File: config.mk
export PLATFORM = sky130hd
export DESIGN_NAME = ysyx_22051013_lsu
export DESIGN_NICKNAME = d
export VERILOG_FILES = /design/src/rtl/ysyx_22051013_lsu_pkg.sv /design/src/rtl/ysyx_22051013_lsu_align.sv /design/src/rtl/ysyx_22051013_lsu.sv
export SDC_FILE = /design/constraint.sdc
export NUM_CORES = 1
export LEC_CHECK = 0
export ABC_AREA = 1
export CAP_MARGIN = 20
export CORE_AREA = 2 2 266 268
export CTS_CLUSTER_SIZE = 8
export DETAILED_ROUTE_END_ITERATION = 10
export DIE_AREA = 0 0 268 270
export GPL_TIMING_DRIVEN = 0
export HOLD_SLACK_MARGIN = 0.05
export PLACE_DENSITY = 0.45
export SETUP_SLACK_MARGIN = 0.05
export SLEW_MARGIN = 20
export SYNTH_ARGS = -nofsm -noshare
export SYNTH_HDL_FRONTEND = slang
export SYNTH_SLANG_ARGS = --single-unit
File: constraint.sdc
create_clock -name clk -period 4.94 [get_ports clk]
set_input_delay 0.988 -clock clk [delete_from_list [all_inputs] [get_ports clk]]
set_output_delay 0.988 -clock clk [all_outputs]
set_load 0.01 [all_outputs]
File: src/rtl/ysyx_22051013_lsu_pkg.sv
// Shared encodings for the load/store unit: lsctl fields, access sizes and FSM states.
package ysyx_22051013_lsu_pkg;

  localparam logic [1:0] LS_OP_NONE   = 2'b00;
  localparam logic [1:0] LS_OP_LOAD_S = 2'b01;
  localparam logic [1:0] LS_OP_LOAD_U = 2'b10;
  localparam logic [1:0] LS_OP_STORE  = 2'b11;

  localparam logic [1:0] LS_SIZE_B = 2'b00;
  localparam logic [1:0] LS_SIZE_H = 2'b01;
  localparam logic [1:0] LS_SIZE_W = 2'b10;
  localparam logic [1:0] LS_SIZE_D = 2'b11;

  typedef enum logic {
    LSU_IDLE = 1'b0,
    LSU_WAIT = 1'b1
  } lsu_state_e;

  // An access is misaligned when it would straddle its natural boundary.
  function automatic logic lsu_misaligned(input logic [1:0] size, input logic [2:0] off);
    logic res;
    res = 1'b0;
    case (size)
      LS_SIZE_H: res = off[0];
      LS_SIZE_W: res = (off[1:0] != 2'b00);
      LS_SIZE_D: res = (off != 3'b000);
      default:   res = 1'b0;
    endcase
    return res;
  endfunction

endpackage

File: src/rtl/ysyx_22051013_lsu_align.sv
// Byte-lane steering: store data/strobe placement and load extraction with sign/zero extension.
module ysyx_22051013_lsu_align
  import ysyx_22051013_lsu_pkg::*;
(
  input  logic [3:0]  lsctl,
  input  logic [2:0]  off,
  input  logic [63:0] store_data,
  input  logic [63:0] rdata,
  output logic [63:0] wdata,
  output logic [7:0]  wstrb,
  output logic [63:0] load_data
);

  logic [5:0]  shamt;
  logic [7:0]  strb_base;
  logic [63:0] shifted;
  logic        sign_ext;

  assign shamt    = {off, 3'b000};
  assign wdata    = store_data << shamt;
  assign wstrb    = strb_base << off;
  assign shifted  = rdata >> shamt;
  assign sign_ext = (lsctl[3:2] == LS_OP_LOAD_S);

  always_comb begin
    strb_base = 8'h01;
    case (lsctl[1:0])
      LS_SIZE_B: strb_base = 8'h01;
      LS_SIZE_H: strb_base = 8'h03;
      LS_SIZE_W: strb_base = 8'h0F;
      LS_SIZE_D: strb_base = 8'hFF;
      default:   strb_base = 8'h01;
    endcase
  end

  always_comb begin
    load_data = shifted;
    case (lsctl[1:0])
      LS_SIZE_B: load_data = {{56{sign_ext & shifted[7]}},  shifted[7:0]};
      LS_SIZE_H: load_data = {{48{sign_ext & shifted[15]}}, shifted[15:0]};
      LS_SIZE_W: load_data = {{32{sign_ext & shifted[31]}}, shifted[31:0]};
      LS_SIZE_D: load_data = shifted;
      default:   load_data = shifted;
    endcase
  end

endmodule

File: src/rtl/ysyx_22051013_lsu.sv
// Load/store stage: issues one memory request per mem op, waits for its response, and registers LS/WB results.
module ysyx_22051013_lsu
  import ysyx_22051013_lsu_pkg::*;
(
  input  logic        clk,
  input  logic        rst,
  input  logic [31:0] ls_inst,
  input  logic [63:0] ls_pc,
  input  logic        ls_rd_ena,
  input  logic [4:0]  ls_rd_addr,
  input  logic [63:0] ls_exu_res,
  input  logic [63:0] ls_store_data,
  input  logic [3:0]  ls_lsctl,
  input  logic        ls_flush,
  output logic        ls_ready,
  output logic        mem_req_valid,
  input  logic        mem_req_ready,
  output logic [63:0] mem_req_addr,
  output logic        mem_req_wen,
  output logic [63:0] mem_req_wdata,
  output logic [7:0]  mem_req_wstrb,
  input  logic        mem_rsp_valid,
  input  logic [63:0] mem_rdata,
  output logic        wb_valid,
  output logic [31:0] wb_inst,
  output logic [63:0] wb_pc,
  output logic        wb_rd_ena,
  output logic [4:0]  wb_rd_addr,
  output logic [63:0] wb_rd_data,
  output logic [4:0]  ls_rd_addr_forward,
  output logic [63:0] ls_rd_data_forward,
  output logic        ls_misalign
);

  lsu_state_e  state_q, state_d;
  logic        kill_q, kill_d;
  logic        wb_valid_q, wb_valid_d, wb_rd_ena_q, wb_rd_ena_d;
  logic [31:0] wb_inst_q, wb_inst_d;
  logic [63:0] wb_pc_q, wb_pc_d, wb_rd_data_q, wb_rd_data_d;
  logic [4:0]  wb_rd_addr_q, wb_rd_addr_d;

  logic [1:0]  op;
  logic        is_mem, is_load, is_store, misalign, issue, killed;
  logic        req_valid_c, busy_c;
  logic [63:0] align_wdata, load_data;
  logic [7:0]  align_wstrb;

  assign op       = ls_lsctl[3:2];
  assign is_mem   = (op != LS_OP_NONE);
  assign is_store = (op == LS_OP_STORE);
  assign is_load  = is_mem && !is_store;
  assign misalign = is_mem && lsu_misaligned(ls_lsctl[1:0], ls_exu_res[2:0]);
  assign issue    = is_mem && !misalign && !ls_flush;
  assign killed   = kill_q | ls_flush;

  ysyx_22051013_lsu_align u_align (
    .lsctl      (ls_lsctl),
    .off        (ls_exu_res[2:0]),
    .store_data (ls_store_data),
    .rdata      (mem_rdata),
    .wdata      (align_wdata),
    .wstrb      (align_wstrb),
    .load_data  (load_data)
  );

  always_ff @(posedge clk or negedge rst) begin
    if (!rst) begin
      state_q      <= LSU_IDLE;
      kill_q       <= 1'b0;
      wb_valid_q   <= 1'b0;
      wb_inst_q    <= '0;
      wb_pc_q      <= '0;
      wb_rd_ena_q  <= 1'b0;
      wb_rd_addr_q <= '0;
      wb_rd_data_q <= '0;
    end else begin
      state_q      <= state_d;
      kill_q       <= kill_d;
      wb_valid_q   <= wb_valid_d;
      wb_inst_q    <= wb_inst_d;
      wb_pc_q      <= wb_pc_d;
      wb_rd_ena_q  <= wb_rd_ena_d;
      wb_rd_addr_q <= wb_rd_addr_d;
      wb_rd_data_q <= wb_rd_data_d;
    end
  end

  always_comb begin
    state_d = state_q;
    case (state_q)
      LSU_IDLE: if (issue && mem_req_ready) state_d = LSU_WAIT;
      LSU_WAIT: if (mem_rsp_valid)          state_d = LSU_IDLE;
      default:                              state_d = LSU_IDLE;
    endcase
  end

  // wb_valid pulses only on the cycle an instruction retires from LS; other wb fields hold.
  always_comb begin
    req_valid_c  = 1'b0;
    busy_c       = 1'b0;
    kill_d       = kill_q;
    wb_valid_d   = 1'b0;
    wb_inst_d    = wb_inst_q;
    wb_pc_d      = wb_pc_q;
    wb_rd_ena_d  = wb_rd_ena_q;
    wb_rd_addr_d = wb_rd_addr_q;
    wb_rd_data_d = wb_rd_data_q;
    case (state_q)
      LSU_IDLE: begin
        kill_d = 1'b0;
        if (ls_flush) begin
          wb_rd_ena_d = 1'b0;
        end else if (!is_mem || misalign) begin
          wb_valid_d   = 1'b1;
          wb_inst_d    = ls_inst;
          wb_pc_d      = ls_pc;
          wb_rd_ena_d  = ls_rd_ena && !misalign;
          wb_rd_addr_d = ls_rd_addr;
          wb_rd_data_d = ls_exu_res;
        end else begin
          req_valid_c = 1'b1;
          busy_c      = 1'b1;
        end
      end
      LSU_WAIT: begin
        busy_c = !mem_rsp_valid;
        kill_d = killed;
        if (mem_rsp_valid) begin
          kill_d       = 1'b0;
          wb_valid_d   = !killed;
          wb_inst_d    = ls_inst;
          wb_pc_d      = ls_pc;
          wb_rd_ena_d  = !killed && is_load && ls_rd_ena;
          wb_rd_addr_d = ls_rd_addr;
          wb_rd_data_d = is_load ? load_data : ls_exu_res;
        end
      end
      default: begin
        kill_d = 1'b0;
      end
    endcase
  end

  assign mem_req_valid      = rst && req_valid_c;
  assign ls_ready           = rst && busy_c;
  assign mem_req_addr       = {ls_exu_res[63:3], 3'b000};
  assign mem_req_wen        = is_store;
  assign mem_req_wdata      = align_wdata;
  assign mem_req_wstrb      = is_store ? align_wstrb : 8'h00;
  assign ls_misalign        = misalign;
  assign ls_rd_addr_forward = ls_rd_addr;
  assign ls_rd_data_forward = ls_exu_res;

  assign wb_valid   = wb_valid_q;
  assign wb_inst    = wb_inst_q;
  assign wb_pc      = wb_pc_q;
  assign wb_rd_ena  = wb_rd_ena_q;
  assign wb_rd_addr = wb_rd_addr_q;
  assign wb_rd_data = wb_rd_data_q;

endmodule

### Placement view

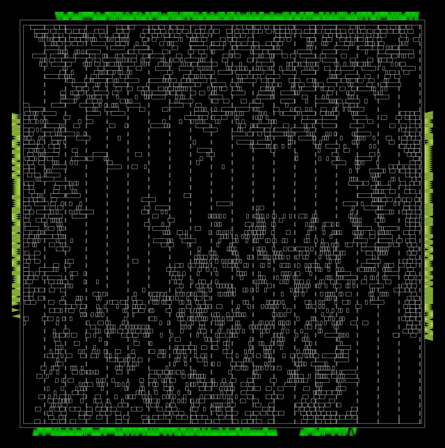
final standard cell utilization of the core: 0.2984
FP Rows: 97
area of the placeable core: 0.06954 mm^2

### Wiring by layer

Scale bar: 100 um.
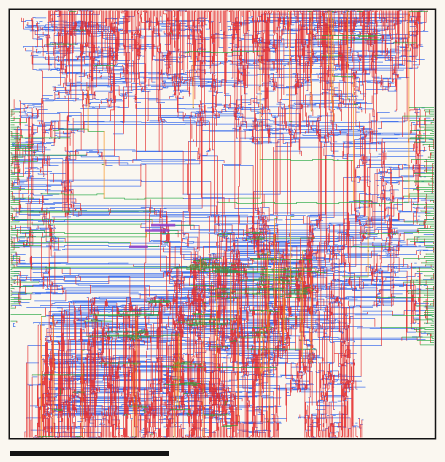
[metal 1] blue | wire length: 34.6 mm
[metal 4] orange | wire length: 2140 um
[metal 2] red | wire length: 38.5 mm
[metal 3] green | wire length: 4640 um
[metal 5] purple | wire length: 37.7 um

==> COMMIT_EDITMSG <==
Record implementation results from latest flow run

* Total overflow reported by the global router: 0
- Top Family by Delay on Critical Path: buffers and inverters
- Highest Signal Layer: met5
- After technology mapping, the gate count stands at roughly 1900.
- Tally of yosys warning messages: 0
- Dividing total power by cell area gives a power density of approximately 280 mW/mm^2.
- Fmax: 0.2030 GHz
* Crit Reg-Reg Startpoint: state_q$_DFF_PN0_
- Synth flops: approximately 170
* Setup slack of the most critical reg-to-reg path: 2770 ps
- Cell internal pwr: about 3700 uW
- Per report_power, the Combinational row totals between 2000 and 3000 uW.
* X dimension of the die: between 200 and 300 um
* Buffers plus inverters on the worst setup path: 5
- Adder share: 0.003070
- Final ANT Viol Nets: 0
- The routed design uses around 4600 um of met3 wire.
- Floorplan die height: between 200 and 300 um
- Post-CTS repair changed the size of 8 cells.
- R2r worst-path depth: 7
- The report lists the cells along the critical path as clkdlybuf4s50_1, buf_6, buf_2, clkbuf_1, nor2_1, o22ai_1, clkdlybuf4s50_1.
- The timing report shows that the slowest cell on the worst path is clkdlybuf4s50_1.
- Clock sink count: 169
- Detailed routing placed a total of between 30000 and 40000 um of wire on met2.
* Clock Power: about 1400 uW
* Time the worst path needs with I/O delays and setup: 4927 ps
- The report puts the hold buffer count at CTS at 0.
* Placement Cell Area: 0.02018 mm^2
- Placed Cells incl. Taps: roughly 3500
* Final setup skew: about 17 ps
- The share of total power dissipated in the clock network is 0.233.
* Final design instance area without fill: a little over 0.02 mm^2
* Switching fraction of total power: 0.3741
- Number of warnings the tools reported: 28
- Vias in the first global route: roughly 15000
* First-pass iteration count of the detailed router: 5
- Total Die Area: slightly above 0.07 mm^2
- Per STA, the endpoint of the critical path is mem_req_wdata[37].
* Initial cell density of the core: 0.1758
* CP required: around 4000 ps
- Insertion delay at the late pin of the worst-skew pair: ~480 ps
- Top cell area share: 0.3459
- The global routing report lists combined usage of all routing layers as 0.2171.
* Heaviest power group: combinational cells
* Total number of nets in the final design: a little under 3000
* Post-route DRC violation count: 0
- The launch point of the critical path was reported as ls_exu_res[1].
- The congestion estimate from routability-driven global placement came to between 0.9 and 1.
- Post-DR vias/cell: 4.262
- Final tally of hold violations: 0
- Xor/xnor share of the synthesized area: 0
- Netlist Area Pre-Place: around 0.012 mm^2
- Startpoint Class: input port
* Most instantiated cells after synthesis: nand2_1 (904), nor2_1 (186), dfrtp_1 (169)
* Leading cell type in the layout, fill and taps excluded: nand2_1
- Tightest slew margin relative to the limit: 0.4698
* Number of H-tree branching levels: 4
- Final slew viol count: 0
* Tally of unique sky130hd cells used after synthesis: 36
* Maximum fanout along the worst path: 10
- Compound-gate portion of the synthesized area: 0.07870
* Critical Path Most Common Cell: clkdlybuf4s50_1
- TritonCTS built the clock tree.
* Power share of the sequential group: 0.320
* Sum of internal, switching and leakage power: 5889 uW
* R2R Path End: wb_rd_data[1]$_DFFE_PN0P_
* Stages on the worst setup path: 7
- Run status: completed
- WHS: roughly 470 ps
* Avg Inst Size Synth: 6.381 um^2
* Start-to-end type of the worst setup path: in2out
### Met3 routing

Scale bar: 100 um.
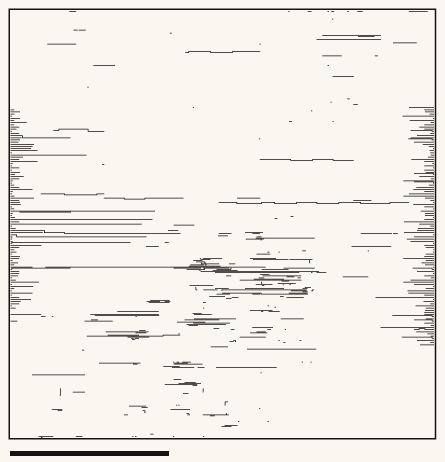
main direction: horizontal
longest straight run: 139 um
nets with wire on the layer: 363
share of all routed wire: 5.8%

### Met4 routing

Supply wires on this layer in grey. Cells faint in the background.
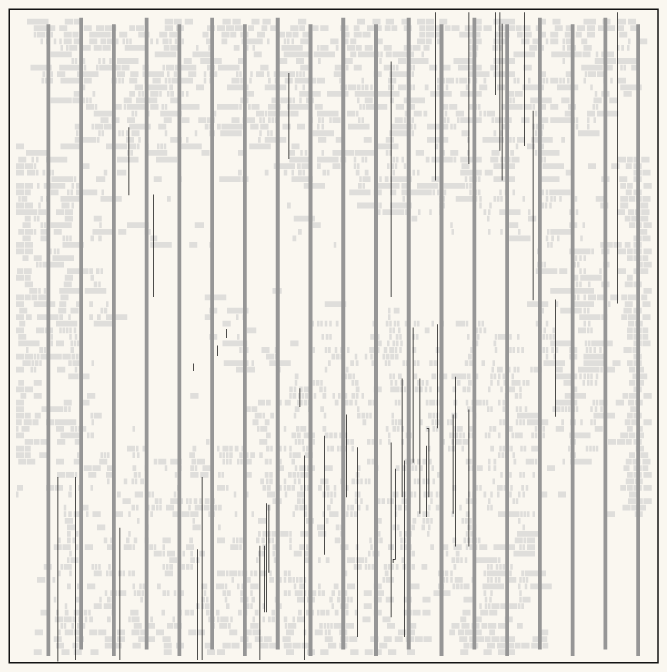
main direction: vertical
longest straight run: 120 um
nets with wire on the layer: 37
wire length on this layer: 2140 um

==> cell type report <==
cell class	instances	area (um^2)
buffer	249	1659
multi-input combinational	1437	6120
sequential	169	4229
antenna	5	12.51
fill	7675	48790
inverter	59	224.0
timing repair buffer	674	6769
tap	940	1176
clock buffer	17	425.4
clock inverter	14	137.6
==> per-layer routing <==
layer / track usage / vias to the layer above
li1: - / 7271
met1: 0.2788 / 7207
met2: 0.3645 / 611
met3: 0.04176 / 94
met4: 0.06748 / 6
met5: 0 / -
==> logic make-up after synthesis <==
logic type	count (synthesis)
AOI/OAI and AO/OA	173
buffers and inverters	312
DFF	169
and+or+nand+nor	1238
muxes	20
other	1
adders and majority gates	3
Power figures rest on the tool's default switching activity, not on a simulated workload.
